Design slide_scan_ctrl, sky130hd; sources not shown.
Run 1, placed cells, one colour a class:
(2 px per µm)
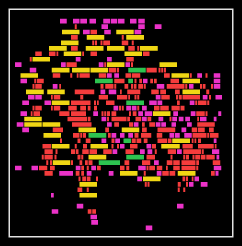
Key: yellow = flip-flops [cells 42]; magenta = other buffers and delay cells [cells 113]; red = all other logic [cells 249]; green = clock drivers and dummy loads [cells 8]
Std-Cell Rows: 39
Final Cell Area: 0.00435 mm²

Run 1, placed standard cells:
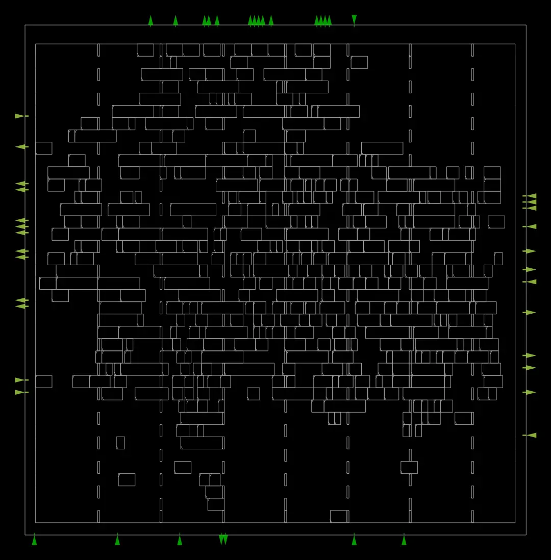
flop share of the area: 24.2%
CORE AREA: 0.0113 mm²
final core utilization: 38.6%
Flops: 42

Run 1, routed metal, one colour a layer:
(3 px per µm) Two of the layers only.
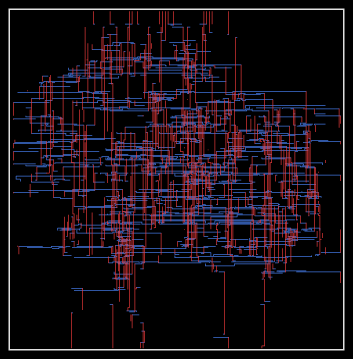
Key: blue = met1 [wire length 3,950 µm]; red = met2 [wire length 4,000 µm]
routed via count: 2,584
per-cell routed wire length: 15.0 µm

Run 1, sequential cells coloured by netlist name:
(4 px per µm) Other sequential cells in the stronger grey, the rest of the logic in the fainter grey.
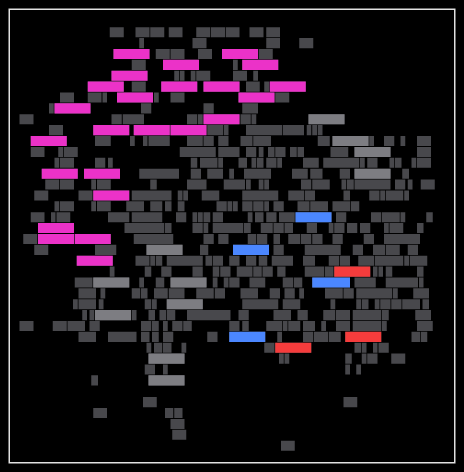
Key: magenta = allow [sequential cells 24]; red = row_reg [sequential cells 3]; blue = step4 [sequential cells 4, where centre]
FF+latch area: 0.00105 mm²
Sequential Power: 1110 µW

==> impl_metrics.json, run 1 <==
{
  "status": "finished with violations",
  "violations": "setup timing",
  "dp_cells": 530,
  "grt_overflow_total": 0,
  "clkPwrFrac_pct": 13.6,
  "ys_sh_adder_pct": 11.0,
  "setup_ws_ns": -0.105,
  "p_sw_share_pct": 42.6,
  "setup_tns_ns": -0.565,
  "lay_top_cells": "59 x buf_4, 41 x nand2_1, 41 x dfrtp_1, 38 x clkdlybuf4s50_1, 30 x nor2_1",
  "yosys.area_share.aoi_pct": 14.1,
  "rsz0062_at_grt": "true",
  "antenna_found_initial": 0,
  "clk_pin_slew_ns": 0.06,
  "via_per_inst": 4.66,
  "place_congestion": 0.832,
  "place_hpwl_um": 5950,
  "pwr-share-comb_pct": 66.4,
  "critical_path_class": "reg -> out",
  "xor_share_pct": 1.52,
  "gr-usage-all-layers_pct": 13.2,
  "fin_crit_sh_pct": 104,
  "worstMarginPinSlew_ns": 0.867,
  "async_flop_share_pct": 100,
  "postSynthAreaPerCell_um2": 9.43,
  "fin_nets": 449,
  "synth_seq_share_pct": 36.6,
  "portBuffers": 45,
  "whs_ns": 0.438,
  "final_common_cell": "buf_4",
  "max_stage_delay_ns": 0.59,
  "required_ns": 2.31,
  "rrSetupSlack_ns": -0.09,
  "critPathArrivalTime_ns": 2.42,
  "crit_path_end_kind": "primary output",
  "finalSetupViolCount": 10,
  "worstPathCellList": "buf_6 -> ha_4 -> nor2b_1 -> o211ai_1 -> a31oi_2 -> o21ai_2 -> nand4_1 -> buf_6 -> a211oi_2 -> buf_2",
  "syn-instance-count": 305,
  "hold_viol_final": 0,
  "drive_above_1_share_pct": 33.5,
  "p_leak_uw": 0.00192,
  "crit_top_cell": "buf_6",
  "peakVddDrop_mv": 0.477,
  "drtIter0Drc": 66,
  "flop_cell": "dfrtp_1",
  "cts_buffer_depth": 2,
  "period_minus_slack_ns": 2.67
}
[run 1: layer usage]
| metal | routed length, µm | global-route usage, % | part of all wire, % | up-vias |
|---|---|---|---|---|
| met5 | 0 | 0 | 0 | - |
| met4 | 105 | 3.08 | 1.3 | 0 |
| met3 | 252 | 2.57 | 3.0 | 12 |
| met2 | 4000 | 22.3 | 48 | 43 |
| met1 | 3950 | 17.6 | 48 | 1255 |
| li1 | - | - | - | 1274 |
[run 1: cell type report]
type,instances,area [µm²]
Fill cell,1131,6920
Sequential cell,42,1050
Clock inverter,3,48.8
Clock buffer,5,125
Timing Repair Buffer,113,973
Multi-Input combinational cell,230,1900
Tap cell,143,179
Inverter,19,71.3
[run 1: timing repair]
action	in CTS	in global routing
hold buffers	0	1
setup buffers	9	7
gates resized	39	36
endpoints found under the hold margin	0	12
pin swaps	9	16
cloned	0	1
setup endpoints to repair	20	32
[run 1: per-stage QoR]
step / total power [µW] / utilization (%) / instance area [µm²]
6_report: 5540 / 38.6 / 4350
5_1_grt: 5950 / 38.6 / 4350
4_1_cts: 5080 / 36.2 / 4090
3_5_place_dp: 4170 / 33.8 / 3810
3_3_place_gp: 4140 / 33.8 / 3810
2_1_floorplan: 2890 / - / 2880
[run 1: cells in the mapped netlist (2+ instances only)]
| library cell | n | area (µm²) |
|---|---|---|
| a2111oi_4 | 2 | 55.1 |
| a211oi_1 | 5 | 37.5 |
| a21oi_1 | 11 | 55.1 |
| a22oi_1 | 2 | 15.0 |
| a31oi_1 | 3 | 18.8 |
| and3_1 | 2 | 12.5 |
| buf_1 | 2 | 7.51 |
| buf_6 | 3 | 33.8 |
| clkbuf_1 | 8 | 30.0 |
| dfrtp_1 | 41 | 1030 |
| fa_1 | 4 | 80.1 |
| ha_1 | 19 | 238 |
| inv_1 | 16 | 60.1 |
| inv_2 | 3 | 11.3 |
| mux2_1 | 2 | 22.5 |
| mux2_2 | 8 | 90.1 |
| mux2i_1 | 22 | 220 |
| nand2_1 | 41 | 154 |
| nand2b_1 | 4 | 25.0 |
| nand3_1 | 5 | 25.0 |
| nand4_1 | 2 | 12.5 |
| nor2_1 | 32 | 120 |
| nor2b_1 | 7 | 43.8 |
| nor3_1 | 3 | 15.0 |
| nor3b_1 | 3 | 22.5 |
| nor4_2 | 5 | 62.6 |
| o211ai_1 | 3 | 22.5 |
| o21ai_0 | 13 | 65.1 |
| o21ai_1 | 3 | 15.0 |
| o22ai_1 | 2 | 12.5 |
| or2_2 | 3 | 18.8 |
| xnor2_1 | 4 | 35.0 |
[run 1: power by group through the flow]
stage / clock network (µW) / registers [µW] / logic (µW)
floorplan: 0 / 1120 / 1770
global placement: 0 / 1100 / 3040
detailed placement: 0 / 1110 / 3070
CTS: 767 / 1100 / 3210
global route: 788 / 1140 / 4020
finish: 755 / 1110 / 3680
[run 1: cells by family (layout without fill, tap and decap cells)]
kind of cell             count (synthesis)  in the layout
AND-OR/OR-AND                           56             56
XOR/XNOR                                 5              5
AND/OR/NAND/NOR                        114            114
multiplexers                            32             32
adder cells (fa/ha/maj)                 23             23
flip-flops                              42             42
buffers and inverters                   33            140
==> inputs of run 2 (changes only) <==
CTS_CLUSTER_SIZE = 30   (was unset)
Run 2, sequential cells coloured by netlist name:
(4 px per µm) Other sequential cells in the stronger grey, the rest of the logic in the fainter grey.
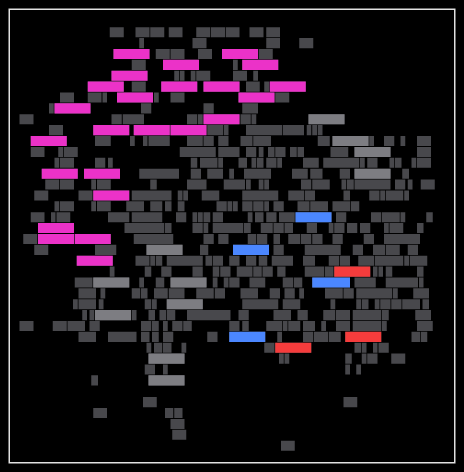
Key: blue = step4 [sequential cells 4, where centre]; red = row_reg [sequential cells 3]; magenta = allow [sequential cells 24]
Another 11 sequential cells are not coloured.

Run 2, placed standard cells:
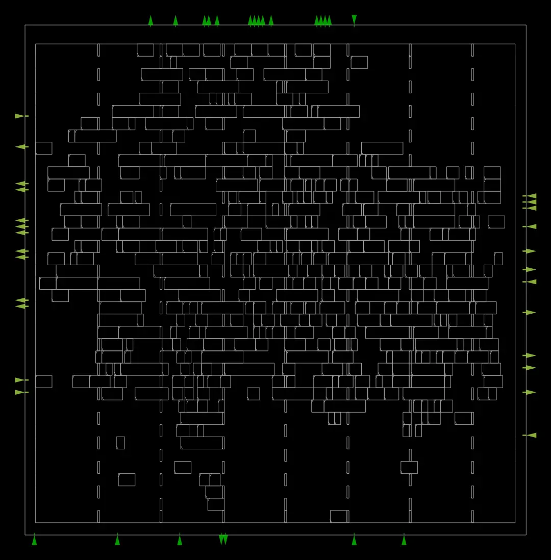
Non-Filler Instances: 555
n_taps: 143
Filler cells: 1,131

Run 2, signal wires on met3:
(3 px per µm)
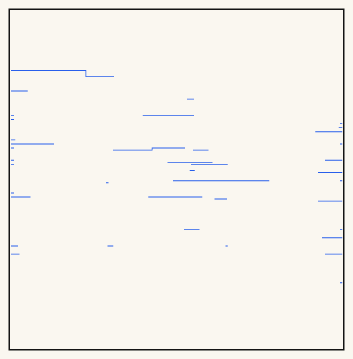
32 nets have wire on it. The layer carries 253 µm of wire.
final WL: 8310 µm
met3 Usage GRT: 2.57%

==> impl_metrics.json, run 2 <==
{
  "yosys.area_share.aoi_pct": 14.1,
  "xor_share_pct": 1.52,
  "fin_crit_sh_pct": 104,
  "antenna_found_initial": 0,
  "setup_ws_ns": -0.105,
  "async_flop_share_pct": 100,
  "dp_cells": 530,
  "via_per_inst": 4.66,
  "flop_cell": "dfrtp_1",
  "worstMarginPinSlew_ns": 0.867,
  "period_minus_slack_ns": 2.67,
  "rsz0062_at_grt": "true",
  "synth_top_cell_by_area": "dfrtp_1",
  "lay_top_cells": "59 x buf_4, 41 x nand2_1, 41 x dfrtp_1, 38 x clkdlybuf4s50_1, 30 x nor2_1",
  "peakVddDrop_mv": 0.477,
  "drtIter0Drc": 66,
  "synth_seq_share_pct": 36.6,
  "area_leaders": "dfrtp_1 36%, ha_1 8.3%, mux2i_1 7.7%, nand2_1 5.4%, nor2_1 4.2%",
  "finalSetupViolCount": 10,
  "status": "finished with violations",
  "common_cells": "41 x dfrtp_1, 41 x nand2_1, 32 x nor2_1",
  "crit_path_end_kind": "primary output",
  "p_leak_uw": 0.00192,
  "total_power_uw": 5540,
  "crit_top_cell": "buf_6",
  "critPathArrivalTime_ns": 2.42,
  "drive_above_1_share_pct": 33.5,
  "fin_nets": 449,
  "worstPathCellList": "buf_6 -> ha_4 -> nor2b_1 -> o211ai_1 -> a31oi_2 -> o21ai_2 -> nand4_1 -> buf_6 -> a211oi_2 -> buf_2",
  "ys_sh_adder_pct": 11.0,
  "hold_viol_final": 0,
  "rrSetupSlack_ns": -0.09,
  "max_stage_delay_ns": 0.59,
  "via_count": 2584,
  "synth_top_area_share_pct": 35.7,
  "violations": "setup timing"
}
## run 2: stage by stage
step | utilization, % | instance area (µm²) | setup TNS, ns
after floorplan | - | 2880 | 0
after global placement | 33.8 | 3810 | -1.39
after global routing | 38.6 | 4350 | -2.19
after CTS | 36.2 | 4090 | -0.0206
final | 38.6 | 4350 | -0.565
after detailed placement | 33.8 | 3810 | -1.66
## run 2: cell type report
cell class	instances	area, µm²	share of cell area, %
clock inverter	3	48.8	1.12
inverter	19	71.3	1.64
clock buffer	5	125	2.87
tap	143	179	4.11
timing repair buffer	113	973	22.4
sequential	42	1050	24.2
multi-input combinational	230	1900	43.7
## run 2: where the power goes
group	internal, µW	switching, µW	leakage [µW]
clock network	465	290	0.0000819
registers	896	214	0.000557
logic	1820	1860	0.00128
total	3180	2360	0.00192
## run 2: routing by layer
metal	GRT usage (%)	wire length, µm	vias to the layer above
li1	-	-	1274
met1	17.6	3950	1255
met2	22.3	4000	43
met3	2.57	252	12
met4	3.08	105	0
met5	0	0	-
## run 2: kinds of logic after synthesis
kind of cell | after synthesis
AND-OR/OR-AND | 56
XOR/XNOR | 5
multiplexers | 32
buffers and inverters | 33
AND/OR/NAND/NOR | 114
flip-flops | 42
adder cells (fa/ha/maj) | 23
## run 2: timing repair
action                                 4_1_cts  5_1_grt
cloned                                       0        1
setup buffers                                9        7
setup endpoints to repair                   20       32
endpoints found under the hold margin        0       12
pin swaps                                    9       16
hold buffers                                 0        1
resized                                     39       36
No activity file was given, so power comes from the tool's default toggle rates.
